<file path="src/rtl/noc_ring_stop.sv">
// noc_ring_stop: ring stop merging local injection onto a flit ring, ejecting local flits, transit priority with starvation guard
module noc_ring_stop #(
  parameter int NODE_ID      = 29,
  parameter int INJ_DEPTH    = 4,
  parameter int STARVE_LIMIT = 8
) (
  input  logic        ACLK,
  input  logic        ARESETn,
  input  logic [15:0] inj_data,
  input  logic        inj_valid,
  output logic        inj_ready,
  output logic [15:0] ej_data,
  output logic        ej_valid,
  input  logic        ej_ready,
  input  logic [15:0] ring_in_data,
  input  logic        ring_in_valid,
  output logic        ring_in_ready,
  output logic [15:0] ring_out_data,
  output logic        ring_out_valid,
  input  logic        ring_out_ready,
  output logic [7:0]  inj_drop_cnt
);
  localparam int AW = $clog2(INJ_DEPTH);
  localparam logic [5:0] NID = 6'(NODE_ID);
  localparam logic [7:0] LIM = 8'(STARVE_LIMIT);
  localparam logic [AW:0] DEPTH = (AW+1)'(INJ_DEPTH);
  logic [15:0] mem [INJ_DEPTH];
  logic [AW:0] wp, rp, cnt;
  logic        hold_v, out_v, ej_v;
  logic [15:0] hold_d, out_d, ej_d;
  logic [7:0]  starve_cnt;
  logic        fifo_ne, local_h, out_free, ej_free, starved;
  logic        transit_gnt, inj_gnt, eject_go, hold_leave, push, load;
  assign cnt         = wp - rp;
  assign fifo_ne     = cnt != '0;
  assign inj_ready   = cnt != DEPTH;
  assign local_h     = hold_d[15:10] == NID;
  assign out_free    = !out_v | ring_out_ready;
  assign ej_free     = !ej_v | ej_ready;
  assign starved     = (starve_cnt == LIM) & fifo_ne;
  assign transit_gnt = hold_v & !local_h & out_free & !starved;
  assign inj_gnt     = fifo_ne & out_free & !transit_gnt;
  assign eject_go    = hold_v & local_h & ej_free;
  assign hold_leave  = transit_gnt | eject_go;
  assign ring_in_ready = !hold_v | hold_leave;
  assign push        = inj_valid & inj_ready;
  assign load        = ring_in_valid & ring_in_ready;
  assign ring_out_data  = out_d;
  assign ring_out_valid = out_v;
  assign ej_data        = ej_d;
  assign ej_valid       = ej_v;
  always_ff @(posedge ACLK or negedge ARESETn) begin
    if (!ARESETn) begin
      for (int i = 0; i < INJ_DEPTH; i++) mem[i] <= '0;
    end else if (push) begin
      mem[wp[AW-1:0]] <= inj_data;
    end
  end
  always_ff @(posedge ACLK or negedge ARESETn) begin
    if (!ARESETn) begin
      wp <= '0;
      rp <= '0;
      hold_v <= 1'b0;
      hold_d <= '0;
      out_v <= 1'b0;
      out_d <= '0;
      ej_v <= 1'b0;
      ej_d <= '0;
      starve_cnt <= '0;
      inj_drop_cnt <= '0;
    end else begin
      if (push) wp <= wp + 1'b1;
      if (inj_gnt) rp <= rp + 1'b1;
      if (load) begin
        hold_v <= 1'b1;
        hold_d <= ring_in_data;
      end else if (hold_leave) begin
        hold_v <= 1'b0;
      end
      if (transit_gnt | inj_gnt) begin
        out_v <= 1'b1;
        out_d <= transit_gnt ? hold_d : mem[rp[AW-1:0]];
      end else if (ring_out_ready) begin
        out_v <= 1'b0;
      end
      if (eject_go) begin
        ej_v <= 1'b1;
        ej_d <= hold_d;
      end else if (ej_ready) begin
        ej_v <= 1'b0;
      end
      if (inj_gnt) starve_cnt <= '0;
      else if (fifo_ne & transit_gnt & (starve_cnt != LIM)) starve_cnt <= starve_cnt + 1'b1;
      if (inj_valid & !inj_ready & (inj_drop_cnt != 8'hff)) inj_drop_cnt <= inj_drop_cnt + 1'b1;
    end
  end
endmodule

</file>
<file path="config.mk">
export PLATFORM = sky130hd
export DESIGN_NAME = noc_ring_stop
export DESIGN_NICKNAME = d
export VERILOG_FILES = /design/src/rtl/noc_ring_stop.sv
export SDC_FILE = /design/constraint.sdc
export NUM_CORES = 1
export LEC_CHECK = 0
export CAP_MARGIN = 20
export CORE_MARGIN = 4
export CORE_UTILIZATION = 45
export DETAILED_ROUTE_END_ITERATION = 10
export GPL_TIMING_DRIVEN = 1
export PLACE_DENSITY = 0.78
export SYNTH_ARGS = -nofsm -noshare
export SYNTH_HDL_FRONTEND = slang
export SYNTH_SLANG_ARGS = --single-unit
export TNS_END_PERCENT = 100
</file>
<file path="constraint.sdc">
create_clock -name ACLK -period 2.84 [get_ports ACLK]
set_input_delay 0.284 -clock ACLK [delete_from_list [all_inputs] [get_ports ACLK]]
set_output_delay 0.284 -clock ACLK [all_outputs]
set_load 0.01 [all_outputs]
</file>
==> results.json <==
{
  "synth_top_cell_by_count": "dfrtp_1",
  "setup_total_negative_slack_ns": 0,
  "first_iter_violations": 470,
  "seq-power_mw": 3.35,
  "wl_met3_um": 721,
  "combPwrFrac_pct": 36.6,
  "ys_chip_area_um2": 6360,
  "clock_area_share_pct": 7.498,
  "ys_sh_xor_pct": 2.931,
  "largest_reg_flops": 64,
  "critical-path-max-stage-delay_ns": 0.56,
  "p_clk_mw": 2.22,
  "synth-seq-area-share_pct": 53.91,
  "fa_ha_area_share_pct": 1.967,
  "vias": 4425,
  "critPathKind": "reg2out",
  "seq_share_pct": 43.07,
  "holdPathEnd": "ej_data[10]",
  "placed_area_um2": 7322,
  "cts_root_buf": "clkbuf_16",
  "drc": 0,
  "dominant_cells": "sequential cells",
  "cap_violations": 0,
  "setup_ws_ns": 0.1208,
  "ff_type": "dfrtp_1",
  "final_cells": 773,
  "crit_chain": "or4_4 -> nor3_4 -> a21boi_4 -> nor2_2 -> or2_2 -> dlygate4sd2_1",
  "fp_nets": 544,
  "syn_inst": 496,
  "end_kind": "primary output",
  "place_ws_ns": 0.2129,
  "ioPinCount": 82,
  "synthMuxAreaShare_pct": 19.46,
  "hold_path_class": "reg2reg",
  "cp-endpoint": "ring_in_ready",
  "ys_cells": 496,
  "routabilityCongestion": 0.8471,
  "tightest_slew_ns": 0.9225,
  "highest_layer": "met5",
  "reg2reg_depth": 6,
  "p_leak_nw": 3.410,
  "syn2layout_area_growth_pct": 25.16,
  "clock_path_buffers": 2,
  "yosysTopAreaCellShare_pct": 53.91,
  "post-route-period-util_pct": 95.75,
  "cts_tree": "built",
  "die-area_um2": 16100,
  "cts_made_buffers": 17,
  "internal_power_mw": 5.973,
  "yosysUniqueCellTypes": 44,
  "fillCellCount": 1110,
  "simple_gate_area_share_pct": 10.53,
  "ctsHoldBuffers": 1,
  "outcome": "finished, final reports clean",
  "common_cells": "dfrtp_1 (137), mux2_2 (68), nand2_1 (45), nor2_1 (26), o21ai_0 (25)",
  "layout_top_cells": "dfrtp_1 (137), clkdlybuf4s50_1 (79), mux2_2 (68), nand2_1 (45), nor2_1 (26)",
  "switching_power_mw": 2.820,
  "compound_area_share_pct": 8.243,
  "largest_area_cell": "dfrtp_1",
  "grt_pass1_vias": 4649,
  "crit_arrival_ns": 2.44,
  "ys.flops": 137,
  "comb_power_mw": 3.22,
  "grt.total_usage_pct": 19.58,
  "ant_nets": 0,
  "avgSynthCellArea_um2": 12.82,
  "powerDensity_nw_per_um2": 1105,
  "maxSlewHeadroom_pct": 38.50,
  "worst_clock_skew_ns": 0.007096,
  "grt-ovfl-total": 0,
  "grt_max_degree": 86,
  "cp_data_required_time_ns": 2.56,
  "startpoint_type": "flop"
}
Fig. 1: supply network
Bar = 50 um. Pins as bars on the die edge.
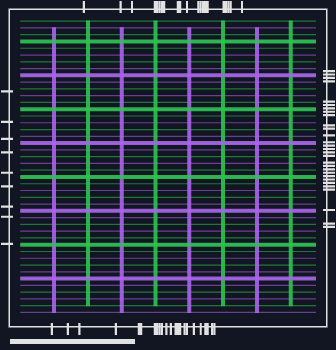
- VDD: green
- VSS: purple
- met5 straps: 8
- rows: 43
- met1 rails: 44
- met4 straps: 8
- signal pins: 82
worst vdd ir: 0.4835 mV
Die X: 126.9 um
DIE HEIGHT: 126.9 um

Fig. 2: placed cells, one color a class
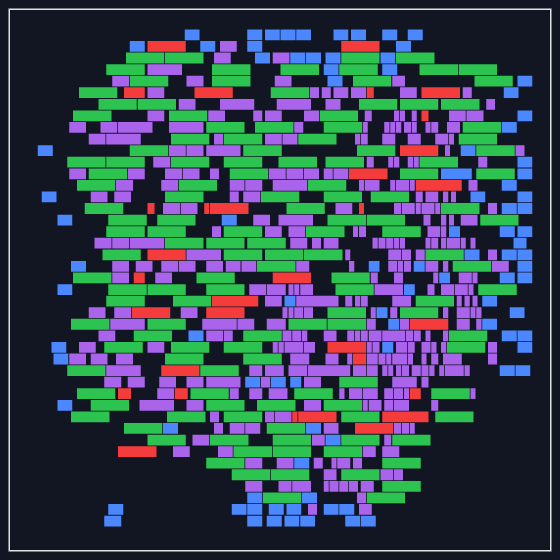
- other buffers and delay cells: blue (cells 93; share of their area 12%)
- all other logic: purple (cells 331; share of their area 36%)
- clock drivers and dummy loads: red (cells 32; share of their area 7.7%)
- flops: green (cells 137; share of their area 44%)
Final Util: 57.35%
Final Cell Area: 7960 um2

